$ cat src/rtl/keypad_code_collector_pkg.sv
// Shared key-code constants, debounce state type and key classification helpers
// for the keypad code collector.
package keypad_code_collector_pkg;

  localparam logic [3:0] KEY_NONE  = 4'hF;
  localparam logic [3:0] KEY_CLEAR = 4'hA;
  localparam logic [3:0] KEY_ENTER = 4'hB;

  typedef enum logic {
    WAIT_PRESS = 1'b0,
    HELD       = 1'b1
  } deb_state_e;

  // Scanner codes 0xC-0xE carry no meaning and are folded into "no key".
  function automatic logic [3:0] map_key(input logic [3:0] k);
    return (k >= 4'hC && k <= 4'hE) ? KEY_NONE : k;
  endfunction

  function automatic logic is_digit(input logic [3:0] k);
    return k <= 4'd9;
  endfunction

endpackage

$ cat src/rtl/keypad_code_collector_if.sv
// PIN hand-off channel: assembled code with a valid/ready handshake.
interface keypad_code_collector_if #(
  parameter int unsigned DIGITS = 4
);
  logic [4*DIGITS-1:0] code_out;
  logic                code_valid;
  logic                code_ready;

  modport master (output code_out, output code_valid, input code_ready);
  modport slave  (input code_out, input code_valid, output code_ready);
endinterface

$ cat src/rtl/keypad_code_collector_key_debouncer.sv
// Registers the raw scanner code and debounces it into a single key event per
// physical press; a release must be seen before any press is accepted.
module key_debouncer
  import keypad_code_collector_pkg::*;
#(
  parameter int unsigned DEBOUNCE_CYCLES = 4
) (
  input  logic       clk,
  input  logic       rst,
  input  logic [3:0] key_in,
  output logic       key_event,
  output logic [3:0] key_code
);

  localparam logic [7:0] DEB_MAX = 8'(DEBOUNCE_CYCLES);

  deb_state_e state_q, state_d;
  logic [3:0] sample_q, prev_q;
  logic [3:0] key_q, key_d;
  logic [7:0] cnt_q, cnt_d, cnt_inc;
  logic       armed_q, armed_d;
  logic       same_key, same_none;

  always_ff @(posedge clk or posedge rst) begin
    if (rst) begin
      state_q  <= WAIT_PRESS;
      sample_q <= '0;
      prev_q   <= '0;
      key_q    <= '0;
      cnt_q    <= '0;
      armed_q  <= 1'b0;
    end else begin
      state_q  <= state_d;
      sample_q <= map_key(key_in);
      prev_q   <= sample_q;
      key_q    <= key_d;
      cnt_q    <= cnt_d;
      armed_q  <= armed_d;
    end
  end

  always_comb begin
    state_d   = state_q;
    key_d     = key_q;
    armed_d   = armed_q;
    cnt_d     = '0;
    key_event = 1'b0;
    cnt_inc   = (cnt_q == 8'hFF) ? cnt_q : cnt_q + 8'd1;
    same_key  = (sample_q == prev_q) && (sample_q != KEY_NONE);
    same_none = (sample_q == prev_q) && (sample_q == KEY_NONE);

    unique case (state_q)
      WAIT_PRESS: begin
        // Until a clean release has been seen (e.g. after reset while a key is
        // still down), only release qualification runs.
        if (!armed_q) begin
          if (same_none) cnt_d = cnt_inc;
          if (cnt_d == DEB_MAX) begin
            armed_d = 1'b1;
            cnt_d   = '0;
          end
        end else begin
          if (same_key) cnt_d = cnt_inc;
          if (cnt_d == DEB_MAX) begin
            key_event = 1'b1;
            key_d     = sample_q;
            state_d   = HELD;
            cnt_d     = '0;
          end
        end
      end
      HELD: begin
        if (same_none) cnt_d = cnt_inc;
        if (cnt_d == DEB_MAX) begin
          state_d = WAIT_PRESS;
          cnt_d   = '0;
        end
      end
      default: state_d = WAIT_PRESS;
    endcase

    key_code = key_event ? sample_q : key_q;
  end

endmodule

$ cat src/rtl/keypad_code_collector.sv
// Collects debounced keypad digits into a fixed-length PIN, hands it off over a
// valid/ready channel and flags short, overlong or timed-out entries.
module keypad_code_collector
  import keypad_code_collector_pkg::*;
#(
  parameter int unsigned DIGITS          = 4,
  parameter int unsigned DEBOUNCE_CYCLES = 4,
  parameter int unsigned TIMEOUT_CYCLES  = 65535
) (
  input  logic                           clk,
  input  logic                           rst,
  input  logic [3:0]                     key_in,
  keypad_code_collector_if.master        code_if,
  output logic                           entry_err,
  output logic                           key_strobe,
  output logic [2:0]                     digit_count
);

  localparam int unsigned CODE_W  = 4 * DIGITS;
  localparam int unsigned TMO_W   = $clog2(TIMEOUT_CYCLES + 1);
  localparam logic [TMO_W-1:0] TMO_MAX = TMO_W'(TIMEOUT_CYCLES);
  localparam logic [2:0]       DIG_MAX = 3'(DIGITS);

  logic              key_event;
  logic [3:0]        key_code;
  logic [CODE_W-1:0] buf_q, buf_d;
  logic [CODE_W-1:0] code_q, code_d;
  logic              valid_q, valid_d;
  logic              err_q, err_d;
  logic              strobe_q, strobe_d;
  logic [2:0]        count_q, count_d;
  logic [TMO_W-1:0]  tmo_q, tmo_d;
  logic              clear;

  key_debouncer #(
    .DEBOUNCE_CYCLES(DEBOUNCE_CYCLES)
  ) u_debouncer (
    .clk      (clk),
    .rst      (rst),
    .key_in   (key_in),
    .key_event(key_event),
    .key_code (key_code)
  );

  always_ff @(posedge clk or posedge rst) begin
    if (rst) begin
      buf_q    <= '0;
      code_q   <= '0;
      valid_q  <= 1'b0;
      err_q    <= 1'b0;
      strobe_q <= 1'b0;
      count_q  <= '0;
      tmo_q    <= '0;
    end else begin
      buf_q    <= buf_d;
      code_q   <= code_d;
      valid_q  <= valid_d;
      err_q    <= err_d;
      strobe_q <= strobe_d;
      count_q  <= count_d;
      tmo_q    <= tmo_d;
    end
  end

  always_comb begin
    buf_d    = buf_q;
    code_d   = code_q;
    valid_d  = valid_q;
    err_d    = 1'b0;
    strobe_d = key_event;
    count_d  = count_q;
    tmo_d    = tmo_q;
    clear    = 1'b0;

    if (valid_q && code_if.code_ready) valid_d = 1'b0;

    // A key event takes priority over a timeout expiring in the same cycle.
    if (key_event) begin
      tmo_d = '0;
      // While a PIN awaits hand-off the buffer is frozen; keys only strobe.
      if (!valid_q) begin
        if (is_digit(key_code)) begin
          if (count_q < DIG_MAX) begin
            buf_d   = (buf_q << 4) | CODE_W'(key_code);
            count_d = count_q + 3'd1;
          end else begin
            err_d = 1'b1;
            clear = 1'b1;
          end
        end else if (key_code == KEY_CLEAR) begin
          clear = 1'b1;
        end else if (key_code == KEY_ENTER) begin
          if (count_q == DIG_MAX) begin
            code_d  = buf_q;
            valid_d = 1'b1;
          end else begin
            err_d = 1'b1;
          end
          clear = 1'b1;
        end
      end
    end else if (count_q != 3'd0 && !valid_q && tmo_q != TMO_MAX) begin
      tmo_d = tmo_q + TMO_W'(1);
      if (tmo_d == TMO_MAX) begin
        err_d = 1'b1;
        clear = 1'b1;
      end
    end

    if (clear) begin
      buf_d   = '0;
      count_d = '0;
    end
  end

  assign code_if.code_out   = code_q;
  assign code_if.code_valid = valid_q;
  assign entry_err          = err_q;
  assign key_strobe         = strobe_q;
  assign digit_count        = count_q;

endmodule

$ cat src/flat_wrapper.sv
// flat-port wrapper written by rule: the top's interface ports become plain ports
module keypad_code_collector_flat import keypad_code_collector_pkg::*;
#(
  parameter int unsigned DIGITS          = 4,
  parameter int unsigned DEBOUNCE_CYCLES = 4,
  parameter int unsigned TIMEOUT_CYCLES  = 65535
)
  (clk, rst, key_in, entry_err, key_strobe, digit_count, code_if_code_out, code_if_code_valid, code_if_code_ready);
  keypad_code_collector_if #(.DIGITS(DIGITS)) code_if_i ();
  input  logic clk;
  input  logic rst;
  input  logic [3:0] key_in;
  output logic entry_err;
  output logic key_strobe;
  output logic [2:0] digit_count;
  output wire logic [$bits(code_if_i.code_out)-1:0] code_if_code_out;
  output wire logic [$bits(code_if_i.code_valid)-1:0] code_if_code_valid;
  input wire logic [$bits(code_if_i.code_ready)-1:0] code_if_code_ready;
  assign code_if_code_out = code_if_i.code_out;
  assign code_if_code_valid = code_if_i.code_valid;
  assign code_if_i.code_ready = code_if_code_ready;
  keypad_code_collector #(.DIGITS(DIGITS), .DEBOUNCE_CYCLES(DEBOUNCE_CYCLES), .TIMEOUT_CYCLES(TIMEOUT_CYCLES)) u_core (.clk(clk), .rst(rst), .key_in(key_in), .code_if(code_if_i), .entry_err(entry_err), .key_strobe(key_strobe), .digit_count(digit_count));
endmodule
$ cat config.mk
export PLATFORM = sky130hd
export DESIGN_NAME = keypad_code_collector_flat
export DESIGN_NICKNAME = d
export VERILOG_FILES = /design/src/rtl/keypad_code_collector_pkg.sv /design/src/rtl/keypad_code_collector_if.sv /design/src/rtl/keypad_code_collector_key_debouncer.sv /design/src/rtl/keypad_code_collector.sv /design/src/flat_wrapper.sv
export SDC_FILE = /design/constraint.sdc
export NUM_CORES = 1
export LEC_CHECK = 0
export ABC_AREA = 1
export CORE_MARGIN = 4
export CORE_UTILIZATION = 25
export CTS_CLUSTER_SIZE = 24
export DETAILED_ROUTE_END_ITERATION = 12
export HOLD_SLACK_MARGIN = 0.1
export PLACE_DENSITY = 0.44
export SYNTH_ARGS = -nofsm -noshare
export SYNTH_HDL_FRONTEND = slang
export SYNTH_SLANG_ARGS = --single-unit
$ cat constraint.sdc
create_clock -name clk -period 2.7 [get_ports clk]
set_input_delay 0.27 -clock clk [delete_from_list [all_inputs] [get_ports clk]]
set_output_delay 0.27 -clock clk [all_outputs]
set_load 0.05 [all_outputs]
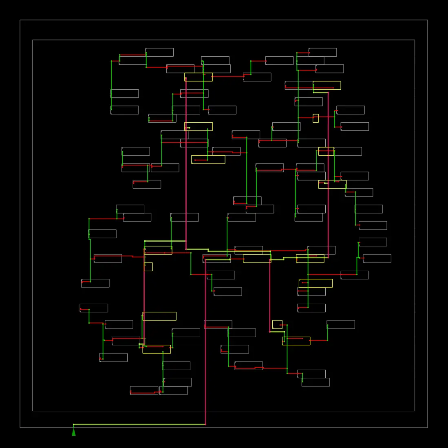
**Above:** run 1 (clock routing).
flip-flops: 76
Clock buffer cells: 10
TritonCTS Sinks: 76

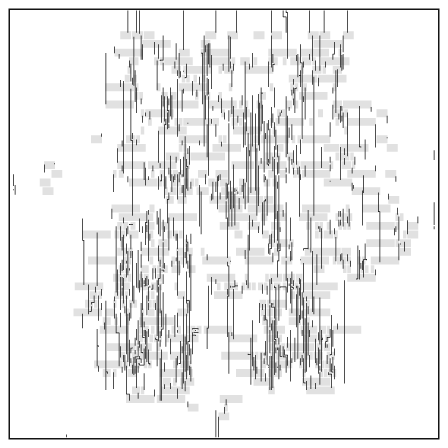
**Above:** run 1 (met2 routing).
The longest straight run is 43.5 um. The layer holds 44% of the routed length. 409 nets have wire on it. The wires run mostly vertical. The layer carries 3950 um of wire.
count of vias placed by the detailed router: 3187
GRT met2 Usage: 0.158
sum of routed wire length over all layers: 8940 um

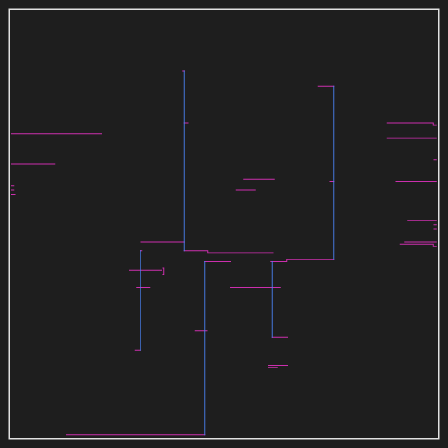
**Above:** run 1 (metal layers overlaid).
Only two layers are drawn.
Key: M3 = magenta [wire length 310 um]; M4 = blue [wire length 220 um]
wire length per cell: 12.2 um
All-Layer GR Usage: 0.104

==> metrics.json, run 1 <==
{
  "outcome": "complete, no violations",
  "ys_seq_elements": 76,
  "route.antenna.remaining_nets": 0,
  "cp_num_buf_inv": 2,
  "die_h_um": 134,
  "route.detailed.vias_per_inst": 4.36,
  "count_of_cells_along_the_worst_register_to_register_path": 16,
  "cts_hold_buf": 0,
  "clk_share": 0.0709,
  "grt_start_max_net_pins": 77,
  "tightestPinTransition_ns": 0.558,
  "area_leaders": "sky130_fd_sc_hd__dfrtp_1, sky130_fd_sc_hd__nand2_1, sky130_fd_sc_hd__inv_1",
  "most_common_cell": "sky130_fd_sc_hd__nand2_1",
  "grt_use_met1": 0.138,
  "met3_usage": 0.0244,
  "finalSetupViolations": 0,
  "io-pin-count": 29,
  "synthArstFlopShare": 1.00,
  "critPathCaptureType": "flip-flop",
  "drt-pass1-iter-count": 4,
  "unrepaired_setup_endpoints_after_global_routing": "false",
  "num-multi-input-gates": 323,
  "nWellTaps": 211,
  "clock-root-buffer": "sky130_fd_sc_hd__clkbuf_16",
  "synth-edff-count": 0,
  "synthCells": 479,
  "worst-setup-path-type": "flip-flop to flip-flop",
  "cp.required_ns": 2.93,
  "cts_made_buffers": 9,
  "post_synth_fa_ha_maj_area_fraction": 0.0157,
  "nonClkBufAreaFrac": 0.0739,
  "met2_wl_post_dr_um": 3950,
  "yosysWarnings": 0,
  "cts_tree": "yes",
  "power_leakage_uw": 0.00228,
  "biggestCellCategory": "sequential cells",
  "mappedNetlistNets": 491,
  "yosys-mux-area-fraction": 0,
  "grt_busiest_layer": "met2",
  "max-cap-violations": 0,
  "register_area_um2": 1900,
  "hold_viol_final": 0,
  "syn-cell-area_um2": 4000,
  "place.gp.congestion": 0.793,
  "ao_oa_area_share": 0.0974,
  "power.total_uw": 2640,
  "final_design_area_no_fill_um2": 4940,
  "first_pass_grt_wire_length_um": 15100,
  "route.detailed.drc": 0,
  "seq_area_frac": 0.385,
  "logic_area_um2": 1790,
  "port_buffers": 28,
  "synthSimpleGateAreaFrac": 0.289,
  "num_rows": 45,
  "clock_skew_ns": 0.00558,
  "r2r_end": "u_core.buf_q[7]",
  "hp-class": "input port to asynchronous set/reset pin",
  "detailroute.wirelength.met3_um": 309,
  "worst_path_max_delay_cell": "sky130_fd_sc_hd__dfrtp_1",
  "maxSlewHeadroom": 0.626,
  "placed_cells_incl_taps": 712,
  "non_clock_inverter_count": 69,
  "syn_area_per_cell_um2": 8.34,
  "num_antenna_cells": 0,
  "final-instance-count-excl-fill": 731,
  "chip_area_um2": 18100,
  "placedInstanceArea_um2": 4520,
  "largest_area_cell": "sky130_fd_sc_hd__dfrtp_1",
  "commonest_cells_after_routing_fill_and_taps_aside": "sky130_fd_sc_hd__nand2_1, sky130_fd_sc_hd__dfrtp_1, sky130_fd_sc_hd__inv_1",
  "route.top_layer_used": "met4",
  "synth-area-yosys_um2": 4000,
  "highest_count_logic_cell_in_the_final_layout": "sky130_fd_sc_hd__nand2_1",
  "vias_in_the_first_global_route": 3115,
  "vdd.ir_drop.worst_uv": 340
}
[run 1: power breakdown]
part,switching [uW],internal [uW]
sequential,8.91,1150
clock,495,928
combinational,40.3,21.3
[run 1: sequential cells by signal (all words and copies together) (netlist names)]
register,cells
u_core.tmo_q,16
u_core.u_debouncer.prev_q,4
u_core.digit_count,3
u_core.entry_err,1
u_core.key_strobe,1
u_core.u_debouncer.key_q,4
u_core.u_debouncer.armed_q,1
u_core.u_debouncer.sample_q,4
u_core.code_if.code_valid,1
u_core.code_if.code_out,16
u_core.buf_q,16
u_core.u_debouncer.state_q,1
u_core.u_debouncer.cnt_q,8
[run 1: how the worst max path moves through the flow]
stage / start / endpoint / slack, ns / cells after the start
after floorplan: u_core.u_debouncer.cnt_q[0] / u_core.code_if.code_out[6] / 0.41 / 16
after global placement: u_core.u_debouncer.cnt_q[0] / u_core.digit_count[0] / 0.20 / 16
after detailed placement: u_core.u_debouncer.cnt_q[0] / u_core.digit_count[0] / 0.17 / 16
after CTS: u_core.u_debouncer.cnt_q[0] / u_core.buf_q[10] / 0.16 / 16
after global routing: u_core.u_debouncer.cnt_q[0] / u_core.buf_q[0] / 0.02 / 17
final: u_core.u_debouncer.cnt_q[0] / u_core.buf_q[7] / 0.24 / 16
[run 1: timing repair]
item	CTS	global route
resized	0	12
setup endpoints to repair	0	35
setup buffers	0	1
endpoints found under the hold margin	0	0
[run 1: per-stage QoR]
stage	utilization	setup WS, ns	hold slack [ns]
2_1_floorplan	-	0.406	0.366
3_3_place_gp	0.293	0.195	0.446
3_5_place_dp	0.293	0.173	0.452
4_1_cts	0.315	0.163	0.358
5_1_grt	0.320	0.0178	0.391
6_report	0.320	0.240	0.332
## Run 2: what changed since run 1
--- a/config.mk
+++ b/config.mk
@@ -9,5 +9,4 @@
 export CORE_MARGIN = 4
 export CORE_UTILIZATION = 25
-export CTS_CLUSTER_SIZE = 24
 export DETAILED_ROUTE_END_ITERATION = 12
 export HOLD_SLACK_MARGIN = 0.1
==> constraint.sdc (replaced) <==
create_clock -name clk -period 2.7 [get_ports clk]
set_input_delay 0.27 -clock clk [delete_from_list [all_inputs] [get_ports clk]]
set_output_delay 0.27 -clock clk [all_outputs]
set_load 0.02 [all_outputs]
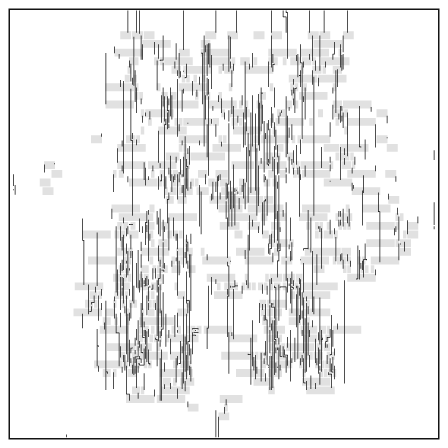
**Above:** run 2 (met2 routing).
The layer carries 3950 um of wire. The longest straight run is 43.5 um.

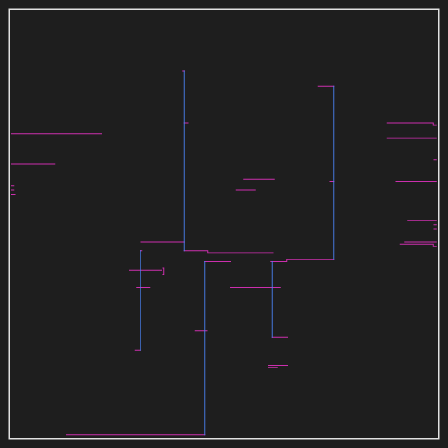
**Above:** run 2 (metal layers overlaid).
Only two layers are drawn.
Key: M4 = blue [wire length 220 um]; M3 = magenta [wire length 310 um]

==> metrics.json, run 2 <==
{
  "crit_chain": {"value": "ha_2 -> nand3_1 -> xor2_1 -> nand2_1 -> inv_1 -> nand3_1 -> nor2_4 -> nand2_4 -> nand2_4 -> nand2_2 -> nand2_4 -> nand2_2 -> nand2_2 -> inv_6 -> nand2_1 -> nand2_1", "change": "unchanged"},
  "placedInstanceArea": {"value": 4520, "unit": "um^2", "change": "unchanged"},
  "critPathArrivalTime": {"value": 2.69, "unit": "ns", "change": "about the same"},
  "ys_seq_elements": {"value": 76, "change": "unchanged"},
  "hold_viol_final": {"value": 0, "change": "unchanged"},
  "cts_tree": {"value": "yes", "change": "unchanged"},
  "io-pin-count": {"value": 29, "change": "unchanged"},
  "final-instance-count-excl-fill": {"value": 731, "change": "unchanged"},
  "synthCells": {"value": 479, "change": "unchanged"},
  "outcome": {"value": "complete, no violations", "change": "unchanged"},
  "critPathCaptureType": {"value": "flip-flop", "change": "unchanged"},
  "hp-class": {"value": "input port to asynchronous set/reset pin", "change": "unchanged"},
  "place.gp.congestion": {"value": 0.793, "change": "unchanged"},
  "synth.cells.most_frequent": {"value": "sky130_fd_sc_hd__nand2_1, sky130_fd_sc_hd__dfrtp_1, sky130_fd_sc_hd__inv_1, sky130_fd_sc_hd__nor2_1, sky130_fd_sc_hd__nand4_1", "change": "unchanged"},
  "placed_cells_incl_taps": {"value": 712, "change": "unchanged"},
  "cts_setup_buffers": {"value": 0, "change": "unchanged"},
  "area_leaders": {"value": "sky130_fd_sc_hd__dfrtp_1, sky130_fd_sc_hd__nand2_1, sky130_fd_sc_hd__inv_1", "change": "unchanged"},
  "tightestPinTransition": {"value": 0.558, "unit": "ns", "change": "unchanged"},
  "p_int": {"value": 2100, "unit": "uW", "change": "unchanged"},
  "route.detailed.drc": {"value": 0, "change": "unchanged"},
  "cts.clk_slew.worst_paths": {"value": 0.06, "unit": "ns", "change": "about the same"},
  "clock-root-buffer": {"value": "sky130_fd_sc_hd__clkbuf_16", "change": "unchanged"},
  "clock_power_share": {"value": 0.539, "change": "about the same"},
  "port_buffers": {"value": 28, "change": "unchanged"},
  "detail_route.wl_per_cell": {"value": 12.2, "unit": "um", "change": "unchanged"},
  "cpPeakStageDelay": {"value": 0.39, "unit": "ns", "change": "about the same"},
  "drt_iter0_drc": {"value": 164, "change": "unchanged"},
  "route.vias.total": {"value": 3187, "change": "unchanged"},
  "clk-insertion-delay-late": {"value": 0.34, "unit": "ns", "change": "about the same"},
  "core": {"value": 15400, "unit": "um^2", "change": "unchanged"},
  "setup_tns": {"value": 0, "unit": "ns", "change": "unchanged"},
  "globalRoute.totalOverflow": {"value": 0, "change": "unchanged"},
  "die_h": {"value": 134, "unit": "um", "change": "unchanged"},
  "chip_area": {"value": 18100, "unit": "um^2", "change": "unchanged"},
  "unrepaired_setup_endpoints_after_global_routing": {"value": "false", "change": "unchanged"},
  "synth-area-yosys": {"value": 4000, "unit": "um^2", "change": "unchanged"},
  "critical-path-top-delay-family": {"value": "simple AND/OR/NAND/NOR gates", "change": "unchanged"},
  "worst_path_max_delay_cell": {"value": "sky130_fd_sc_hd__dfrtp_1", "change": "unchanged"},
  "hpwl": {"value": 5920, "unit": "um", "change": "unchanged"},
  "syn_area_per_cell": {"value": 8.34, "unit": "um^2", "change": "unchanged"},
  "finalSetupViolations": {"value": 0, "change": "unchanged"},
  "num_rows": {"value": 45, "change": "unchanged"},
  "grt_start_max_net_pins": {"value": 77, "change": "unchanged"},
  "vias_in_the_first_global_route": {"value": 3115, "change": "unchanged"},
  "finalCritPeriodShare": {"value": 0.911, "change": "unchanged"},
  "layout.nets": {"value": 527, "change": "unchanged"},
  "final_core_util": {"value": 0.320, "change": "unchanged"},
  "crit-reg2reg-launch": {"value": "u_core.u_debouncer.cnt_q[0]", "change": "unchanged"},
  "max-cap-violations": {"value": 0, "change": "unchanged"},
  "clock_sink_count": {"value": 76, "change": "unchanged"},
  "synth-edff-count": {"value": 0, "change": "unchanged"},
  "cts_made_buffers": {"value": 9, "change": "unchanged"},
  "worst-setup-path-type": {"value": "flip-flop to flip-flop", "change": "unchanged"},
  "r2r_end": {"value": "u_core.buf_q[7]", "change": "unchanged"},
  "powerComb": {"value": 61.6, "unit": "uW", "change": "about the same"},
  "antenna_found_initial": {"value": 0, "change": "unchanged"},
  "power_frac_seq": {"value": 0.438, "change": "about the same"},
  "power_density": {"value": 534, "unit": "nW/um^2", "change": "unchanged"},
  "highest_count_logic_cell_in_the_final_layout": {"value": "sky130_fd_sc_hd__nand2_1", "change": "unchanged"},
  "cp_num_buf_inv": {"value": 2, "change": "unchanged"},
  "sum_of_routed_wire_length_over_all_layers": {"value": 8940, "unit": "um", "change": "unchanged"},
  "final_layout_size_suffix_gt1_frac": {"value": 0.154, "change": "unchanged"},
  "power.group.top": {"value": "the clock network", "change": "unchanged"},
  "drt-pass1-iter-count": {"value": 4, "change": "unchanged"},
  "postCtsResizedCells": {"value": 0, "change": "unchanged"},
  "final_design_area_no_fill": {"value": 4940, "unit": "um^2", "change": "unchanged"},
  "areaGrowthSynthToFinish": {"value": 23.7, "unit": "%", "change": "unchanged"},
  "yosysWarnings": {"value": 0, "change": "unchanged"},
  "synth_seq_share": {"value": 0.476, "change": "unchanged"},
  "ff_type": {"value": "sky130_fd_sc_hd__dfrtp_1", "change": "unchanged"},
  "power_leakage": {"value": 0.00228, "unit": "uW", "change": "unchanged"},
  "initial_utilization": {"value": 0.259, "change": "unchanged"},
  "period_needed": {"value": 2.46, "unit": "ns", "change": "unchanged"},
  "num_antenna_cells": {"value": 0, "change": "unchanged"},
  "power.total": {"value": 2640, "unit": "uW", "change": "unchanged"},
  "ys_types": {"value": 33, "change": "unchanged"},
  "count_of_cells_along_the_worst_register_to_register_path": {"value": 16, "change": "unchanged"},
  "largest_area_cell": {"value": "sky130_fd_sc_hd__dfrtp_1", "change": "unchanged"},
  "commonest_cells_after_routing_fill_and_taps_aside": {"value": "sky130_fd_sc_hd__nand2_1, sky130_fd_sc_hd__dfrtp_1, sky130_fd_sc_hd__inv_1", "change": "unchanged"},
  "top_cell_area_share": {"value": 0.476, "change": "unchanged"},
  "die_w": {"value": 134, "unit": "um", "change": "unchanged"},
  "most_common_cell": {"value": "sky130_fd_sc_hd__nand2_1", "change": "unchanged"},
  "route.antenna.remaining_nets": {"value": 0, "change": "unchanged"},
  "timing.fmax": {"value": 406, "unit": "MHz", "change": "unchanged"},
  "regToRegSetupSlack": {"value": 0.24, "unit": "ns", "change": "about the same"},
  "maxSlewViolCount": {"value": 0, "change": "unchanged"},
  "synthArstFlopShare": {"value": 1.00, "change": "unchanged"},
  "power.net_switching": {"value": 544, "unit": "uW", "change": "unchanged"},
  "clock_path_buffers": {"value": 2, "change": "unchanged"},
  "start_kind": {"value": "flip-flop", "change": "unchanged"},
  "openroad.warnings": {"value": 28, "change": "unchanged"},
  "worst-path-max-fanout": {"value": 17, "change": "unchanged"},
  "p_seq": {"value": 1150, "unit": "uW", "change": "about the same"},
  "syn-cell-area": {"value": 4000, "unit": "um^2", "change": "unchanged"},
  "combPwrFrac": {"value": 0.023, "change": "about the same"},
  "track_usage": {"value": 0.104, "change": "unchanged"},
  "clock_power": {"value": 1420, "unit": "uW", "change": "about the same"},
  "first_pass_grt_wire_length": {"value": 15100, "unit": "um", "change": "unchanged"},
  "vdd.ir_drop.worst": {"value": 340, "unit": "uV", "change": "unchanged"},
  "cts_hold_buf": {"value": 0, "change": "unchanged"},
  "clock_skew": {"value": 0.00558, "unit": "ns", "change": "unchanged"},
  "synth-cells-yosys": {"value": 479, "change": "unchanged"},
  "maxSlewHeadroom": {"value": 0.626, "change": "unchanged"},
  "sw_share": {"value": 0.206, "change": "unchanged"},
  "cp.required": {"value": 2.93, "unit": "ns", "change": "about the same"},
  "mappedNetlistNets": {"value": 491, "change": "unchanged"},
  "route.detailed.vias_per_inst": {"value": 4.36, "change": "unchanged"},
  "cts-htree-levels": {"value": 3, "change": "unchanged"}
}
run 2: cell counts in the layout (fill, tap and decap cells not counted):
No cell type changed its count.
run 2: layout make-up:
type / count / area, um^2
Multi-Input combinational cell: 323 / 1790
Tap cell: 211 / 264
Timing Repair Buffer: 36 / 365
Sequential cell: 76 / 1900
Fill cell: 1620 / 10500
Clock buffer: 10 / 239
Clock inverter: 6 / 111
Inverter: 69 / 269
run 2: layer usage:
metal / track usage / vias up / share of wire
li1: - / 1622 / -
met1: 0.138 / 1507 / 0.50
met2: 0.158 / 45 / 0.44
met3: 0.0244 / 13 / 0.035
met4: 0.0577 / 0 / 0.025
met5: 0 / - / 0
run 2: stage by stage:
step / hold slack, ns / setup WS [ns]
6_report: 0.332 / 0.240
5_1_grt: 0.391 / 0.0178
4_1_cts: 0.358 / 0.163
3_5_place_dp: 0.452 / 0.173
3_3_place_gp: 0.446 / 0.195
2_1_floorplan: 0.366 / 0.417
run 2: logic make-up after synthesis:
logic type	synth area share
flip-flops	0.476
buffers and inverters	0.0908
adder cells (fa/ha/maj)	0.0157
AND/OR/NAND/NOR	0.289
AND-OR/OR-AND	0.0974
XOR/XNOR	0.0307
run 2: worst max-delay path by stage:
stage	from	end	slack (ns)	cells after the start
detailed placement	u_core.u_debouncer.cnt_q[0]	u_core.digit_count[0]	0.17	16
global placement	u_core.u_debouncer.cnt_q[0]	u_core.digit_count[0]	0.20	16
global route	u_core.u_debouncer.cnt_q[0]	u_core.buf_q[0]	0.02	17
CTS	u_core.u_debouncer.cnt_q[0]	u_core.buf_q[10]	0.16	16
finish	u_core.u_debouncer.cnt_q[0]	u_core.buf_q[7]	0.24	16
floorplan	u_core.u_debouncer.cnt_q[0]	u_core.code_if.code_out[6]	0.42	16
Power is estimated from default activity; no workload was simulated.
